--- config.mk ---
export PLATFORM = sky130hd
export DESIGN_NAME = ram_byte_lsu
export DESIGN_NICKNAME = d
export VERILOG_FILES = /design/src/rtl/ram_byte_lsu.sv
export SDC_FILE = /design/constraint.sdc
export NUM_CORES = 1
export LEC_CHECK = 0
export CAP_MARGIN = 5
export CORE_MARGIN = 4
export CORE_UTILIZATION = 35
export CTS_CLUSTER_DIAMETER = 40
export DETAILED_ROUTE_END_ITERATION = 10
export GPL_TIMING_DRIVEN = 0
export PLACE_DENSITY = 0.61
export SYNTH_ARGS = -nofsm -noshare
export SYNTH_HDL_FRONTEND = slang
export SYNTH_SLANG_ARGS = --single-unit
--- constraint.sdc ---
create_clock -name clk -period 6.25 [get_ports clk]
set_input_delay 1.875 -clock clk [delete_from_list [all_inputs] [get_ports clk]]
set_output_delay 1.875 -clock clk [all_outputs]
set_load 0.03 [all_outputs]
--- src/rtl/ram_byte_lsu.sv ---
// ram_byte_lsu
//   Load/store sequencer placed directly in front of an 8-bit wide RAM with
//   a combinational read port. RV32 byte/half/word loads and stores arrive
//   over a valid/ready handshake. Each one is broken into 1, 2 or 4 byte
//   accesses, one per clock. Load bytes are assembled little-endian and
//   sign- or zero-extended. A single-cycle response strobe closes each request.
//
//   Optional feature macro: LSU_MISALIGN_TRAP_EN
//     When defined, a misaligned half or word request makes no RAM access.
//     It goes straight to the response cycle with rsp_err=1 and rsp_rdata=0.
//     When undefined, every address is executed byte-serially with
//     wrap-around, and rsp_err is tied low.
//
// Ports
//   clk          in   clock, all state on the rising edge
//   rst_n        in   asynchronous active-low reset
//   req_valid    in   request present
//   req_ready    out  request can be accepted (idle only)
//   req_we       in   1 = store, 0 = load
//   req_funct3   in   [1:0] size (00 byte, 01 half, 1x word), [2] unsigned load
//   req_addr     in   start byte address
//   req_wdata    in   store data, bytes taken from [7:0] upward
//   rsp_valid    out  one-cycle response strobe
//   rsp_rdata    out  extended load data, 0 for stores and errors
//   rsp_err      out  misalign error (feature macro only)
//   ram_address  out  RAM byte address
//   ram_din      out  RAM write data
//   ram_we       out  RAM write enable
//   ram_dout     in   RAM read data (combinational on ram_address)
module ram_byte_lsu #(
  parameter int ADDR_W = 6
) (
  input  logic              clk,
  input  logic              rst_n,
  input  logic              req_valid,
  output logic              req_ready,
  input  logic              req_we,
  input  logic [2:0]        req_funct3,
  input  logic [ADDR_W-1:0] req_addr,
  input  logic [31:0]       req_wdata,
  output logic              rsp_valid,
  output logic [31:0]       rsp_rdata,
  output logic              rsp_err,
  output logic [ADDR_W-1:0] ram_address,
  output logic [7:0]        ram_din,
  output logic              ram_we,
  input  logic [7:0]        ram_dout
);

  localparam logic [1:0] IDLE = 2'b00;
  localparam logic [1:0] XFER = 2'b01;
  localparam logic [1:0] RESP = 2'b10;

  logic [1:0]        state;
  logic [1:0]        cnt;
  logic              l_we;
  logic [2:0]        l_f3;
  logic [ADDR_W-1:0] l_addr;
  logic [31:0]       l_wdata;
  logic [31:0]       asm_q;

  logic [1:0]        last_cnt;
  logic [ADDR_W-1:0] cur_addr;
  logic [7:0]        wbyte;
  logic              err_flag;

  // Sign bit is masked by funct3[2] for unsigned loads. The upper assembly
  // bytes are already zero because they are cleared on accept.
  function automatic logic [31:0] extend(input logic [31:0] a, input logic [2:0] f3);
    if (f3[1])
      return a;
    else if (f3[0])
      return {{16{a[15] & ~f3[2]}}, a[15:0]};
    else
      return {{24{a[7] & ~f3[2]}}, a[7:0]};
  endfunction

  assign last_cnt = l_f3[1] ? 2'd3 : (l_f3[0] ? 2'd1 : 2'd0);
  // Natural ADDR_W-bit overflow gives the modulo-depth wrap.
  assign cur_addr = l_addr + {{(ADDR_W-2){1'b0}}, cnt};

  always_comb begin
    wbyte = 8'h00;
    unique case (cnt)
      2'd0:    wbyte = l_wdata[7:0];
      2'd1:    wbyte = l_wdata[15:8];
      2'd2:    wbyte = l_wdata[23:16];
      default: wbyte = l_wdata[31:24];
    endcase
  end

`ifdef LSU_MISALIGN_TRAP_EN
  logic err_q;
  logic req_mis;
  assign req_mis  = (req_funct3[1] && (req_addr[1:0] != 2'b00)) ||
                    ((req_funct3[1:0] == 2'b01) && req_addr[0]);
  assign err_flag = err_q;
`else
  assign err_flag = 1'b0;
`endif

  always_ff @(posedge clk or negedge rst_n) begin
    if (!rst_n) begin
      state   <= IDLE;
      cnt     <= 2'd0;
      l_we    <= 1'b0;
      l_f3    <= 3'd0;
      l_addr  <= '0;
      l_wdata <= 32'd0;
      asm_q   <= 32'd0;
`ifdef LSU_MISALIGN_TRAP_EN
      err_q   <= 1'b0;
`endif
    end else begin
      unique case (state)
        IDLE: begin
          if (req_valid) begin
            l_we    <= req_we;
            l_f3    <= req_funct3;
            l_addr  <= req_addr;
            l_wdata <= req_wdata;
            cnt     <= 2'd0;
            asm_q   <= 32'd0;
`ifdef LSU_MISALIGN_TRAP_EN
            err_q   <= req_mis;
            state   <= req_mis ? RESP : XFER;
`else
            state   <= XFER;
`endif
          end
        end
        XFER: begin
          if (!l_we) begin
            unique case (cnt)
              2'd0:    asm_q[7:0]   <= ram_dout;
              2'd1:    asm_q[15:8]  <= ram_dout;
              2'd2:    asm_q[23:16] <= ram_dout;
              default: asm_q[31:24] <= ram_dout;
            endcase
          end
          // cnt stays at the last byte so the final address is held during RESP.
          if (cnt == last_cnt)
            state <= RESP;
          else
            cnt <= cnt + 2'd1;
        end
        RESP: begin
          state <= IDLE;
        end
        default: begin
          state <= IDLE;
        end
      endcase
    end
  end

  always_comb begin
    req_ready   = (state == IDLE);
    rsp_valid   = (state == RESP);
    ram_we      = (state == XFER) && l_we;
    ram_din     = ram_we ? wbyte : 8'h00;
    ram_address = (state == IDLE) ? '0 : cur_addr;
    rsp_err     = (state == RESP) && err_flag;
    rsp_rdata   = ((state == RESP) && !l_we && !err_flag) ? extend(asm_q, l_f3) : 32'd0;
  end

endmodule

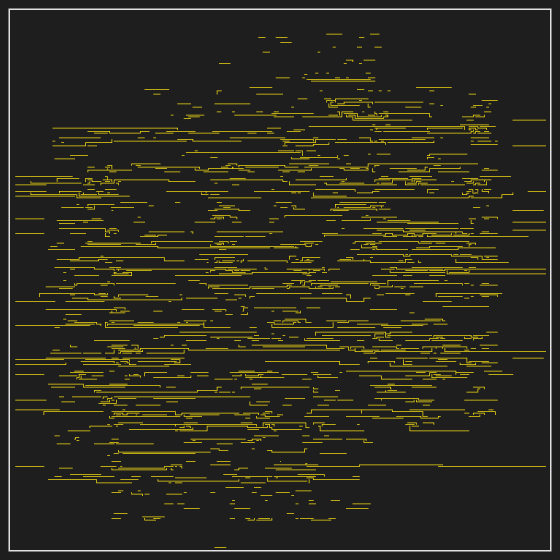
run_1/layer_met1.png
460 nets have wire on it. The layer carries 4700 µm of wire. The wires run mostly horizontal.

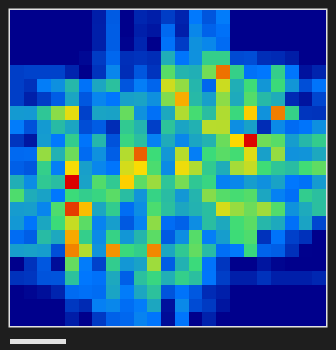
run_1/metal_density.png
Bar = 20 µm. The die is cut into 23 by 23 equal tiles; dark blue is low, red is high, scaled to the fullest tile. Values are wire area over tile area, all layers added.
18% of the tiles are nearly empty. The fullest tile reaches 0.44. 16% of the tiles are over half the peak.

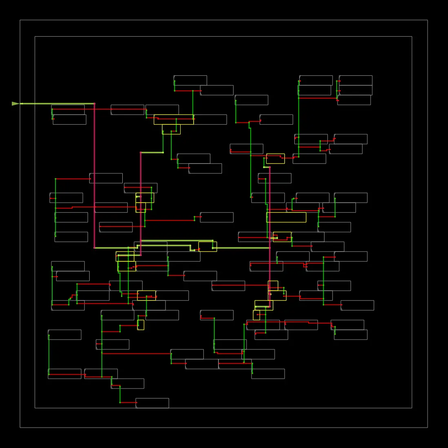
run_1/clocks.png
number of CTS-inserted buffers: 9
insertion delay of the later-clocked pin in the worst-skew pair: 340 ps
P_clk: 0.422 mW

==> flow_results.org, run 1 <==
#+TITLE: Flow metrics

** Timing
- Worst setup skew after layout :: 10.3 ps
- In the final report, the number of hold violations comes to 0.
- The highest clock rate this design can be run at is 203 MHz.
- Subtracting the final worst setup slack from the clock period gives 4910 ps.

** Floorplan
- From bottom edge to top edge, the die measures 113 µm.
- The core region is 10800 µm².
- # IOs :: 103

** Yosys
- The cell-mix breakdown from Yosys lists the simple-gate area share as 0.106.
- In this run, synthesis inferred 0 flip-flops with an integrated enable.
- Post-synth net total :: 405
- dfrtp_1 is the most common cell in the netlist.
- Flip-flop and latch count after synthesis :: 78
- dfrtp_1 takes more of the synthesized area than any other cell.
- Primary FF master, synth :: dfrtp_1
- Yosys reported that registers with async set or reset make up 1.00.
- Post-Synthesis Cells :: 345
- Post-Synth AOI/OAI Area :: 0.206
- Of the post-synthesis cell area, the part taken by muxes is 0.0985.
- After synthesis, the design contains 345 cells according to Yosys.

** Finish
- Logic area :: 1720 µm²
- The most common logic cell in the final layout is clkdlybuf4s50_1.
- Antenna fix cells :: 0
- Fill count :: 1020
- Per the layout area report, the register area comes to 1950 µm².
- Multi-input gate count :: 226
- Leaving out the clock tree, the finished layout contains a buffer count of 130.
- Share of layout cells above drive strength 1 :: 0.160
- Clock-cell share :: 0.0419
- Finished Core Util :: 0.491

** Critical path
- The worst register-to-register path depth is 7.
- The longest incremental delay of any stage on the critical path is reported as 740 ps.
- Worst r2r dst :: asm_q[13]
- On the critical path the data arrives at 3040 ps.
- Most numerous cell on the critical path :: clkbuf_1
- Critical Path Slowest Stage Cell :: clkdlybuf4s50_1
- Crit. End Element :: output pin
- In this run the worst setup path begins at cnt[1].

** Hold path
- Worst Min Path Start :: l_wdata[10]
- Path category of the worst min-delay check :: reg -> reg

** Place
- HPWL after detailed placement :: 7.59 mm
- Prior to clock tree synthesis, the placed netlist has a worst setup slack of 1680 ps.

** Global routing
- First-pass GRT wire length :: 16.6 mm
- Overall routing resource usage recorded by global route was 0.163.

** Run status
- The flow ran to the end, and the final reports show no timing, DRC or antenna violations.

** CTS
- The clock drives 78 sinks.
- Clock tree from TritonCTS :: built
- Max H-tree Level :: 3
- After clock tree synthesis, the flow added hold-fix buffers numbering 0.

** Pwr
- P per Cell Area :: 468 nW/µm²
run 1: per-stage QoR:
step / cell area [µm²] / hold WS (ps)
after CTS: 5320 / 498
after global placement: 5070 / 469
after detailed placement: 5100 / 477
final: 5320 / 492
after global routing: 5320 / 512
after floorplan: 3890 / 458
run 1: worst reg2reg max path, stage by stage, from the launching register on:
cell      delay [ps]
dfrtp_1          590
inv_1            110
ha_1             190
clkbuf_2         210
and4bb_2         280
buf_2            180
nor2_4           200
a22o_1           160
run 1: state kept, by name, summed over array words and instances (netlist names):
name     cells
l_addr       6
state        2
l_wdata     32
asm_q       32
l_f3         3
l_we         1
cnt          2
run 1: metal layers:
metal,vias up,GRT usage,share of wire
met5,-,0,0
met4,0,0.0449,0.010
met3,11,0.0350,0.045
met2,90,0.271,0.49
met1,1527,0.218,0.46
li1,1472,-,-
==> run 2: changes to the inputs <==
==> constraint.sdc (replaced) <==
create_clock -name clk -period 5.1 [get_ports clk]
set_input_delay 1.53 -clock clk [delete_from_list [all_inputs] [get_ports clk]]
set_output_delay 1.53 -clock clk [all_outputs]
set_load 0.03 [all_outputs]
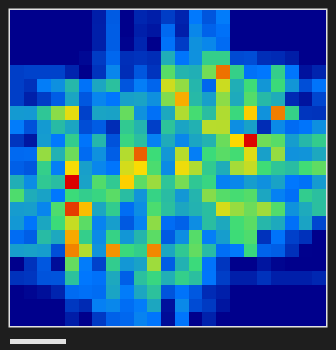
run_2/metal_density.png
Bar = 20 µm. The die is cut into 23 by 23 equal tiles; dark blue is low, red is high, scaled to the fullest tile. Values are wire area over tile area, all layers added.
The fullest tile reaches 0.44. The emptiest ninth of the die: bottom right. The mean over all tiles is 0.12.
routed wire length per instance: 17.0 µm
Global Route Usage Sum: 0.163
post-detailed-routing wire length: 10.3 mm
vias: 3100

==> flow_results.org, run 2 <==
#+TITLE: Flow metrics

** CTS
- Clock tree from TritonCTS :: built
- The number of CTS-inserted buffers was 9 (unchanged).
- Max H-tree Level :: 3 (unchanged)
- Count of hold-fix buffers inserted at cts :: 0 (unchanged)

** Drt
- The total met2 wirelength after detailed routing came to 4.99 mm (unchanged).
- Highest metal layer with signal wires :: met4
- Met3 WL :: 464 µm (unchanged)

** Global routing
- The global routing met1 resource utilization is 0.218 (unchanged).
- The global routing met3 resource utilization is 0.0350 (unchanged).
- The met2 usage was 0.271 (unchanged).
- The first-pass GRT wire length came to 16.6 mm (unchanged).

** Timing
- Achievable clock frequency :: 219 MHz
- Minimum clock period after layout :: 4570 ps
- Worst hold slack :: 492 ps (unchanged)
- Worst setup skew after layout :: 10.3 ps (unchanged)
- The hold violation count in the final report was 0 (unchanged).

** Yosys
- The post-synthesis simple-gate area fraction was 0.106 (unchanged).
- Post-synth top area cell :: dfrtp_1
- Count of library flops with an enable pin :: 0 (unchanged)
- Post-Synth AOI/OAI Area :: 0.206 (unchanged)
- Post-Synthesis Cells :: 345 (unchanged)
- Yosys stat cell total :: 345 (unchanged)
- Dominant cell by count in the synthesized netlist :: dfrtp_1
- Primary FF master, synth :: dfrtp_1
- The net count of the mapped netlist is 405 (unchanged).
- Flip-flop and latch count after synthesis :: 78 (unchanged)

** Finish
- Regs by FF count :: asm_q (32), l_wdata (32), l_addr (6)
- The finished layout cell area is 5320 µm² (unchanged).
- Most frequent logic cell in the layout :: clkdlybuf4s50_1

** Floorplan
- Vertical die dimension :: 113 µm (unchanged)
- # IOs :: 103 (unchanged)

** Critical path
- Delay contributed by the slowest stage of the critical path :: 740 ps (about the same)

** Place
- The worst slack at placement was 872 ps (-805 ps).
- HPWL after detailed placement :: 7.59 mm (unchanged)
- The total placed instance area is 5100 µm² (unchanged).

** Run status
- The flow ran to the end, and the final reports show no timing, DRC or antenna violations.

** Pwr
- P_clk :: 0.517 mW (+23%)
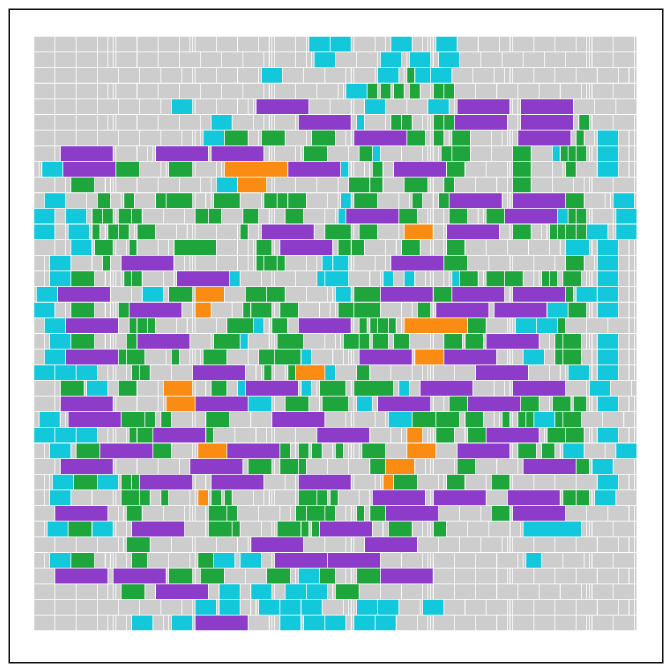
run_2/placement_by_type.png
Fill, decap, tap and diode cells in grey.
other buffers and delay cells: shown in cyan, cells 130. combinational and other logic: shown in green, cells 239. flops: shown in purple, cells 78. clock drivers and dummy loads: shown in orange, cells 16.
core region area: 10800 µm²
Finished Core Util: 0.491

==> run 2: path summary, 6_finish.rpt <==
path                       slack (ps)   startpoint          end  cells past startpoint
max                               530       cnt[1]   ram_din[5]                      6
min                               490  l_wdata[10]  l_wdata[10]                      1
max reg2reg                      3130       cnt[1]    asm_q[13]                      7
min reg2reg                       490  l_wdata[10]  l_wdata[10]                      1
max in group asynchronous        3410        rst_n    l_addr[5]                      2
min in group asynchronous        1110        rst_n  l_wdata[11]                      1
==> run 2: cell type report <==
cell class / count / area, µm²
fillers: 1020 / 5520
clock inverters: 6 / 85.1
repair buffers: 102 / 1040
flip-flops and latches: 78 / 1950
plain buffers: 28 / 164
clock buffers: 10 / 138
inverters: 13 / 48.8
well taps: 140 / 175
multi-input cells: 226 / 1720
Power is estimated from default activity; no workload was simulated.
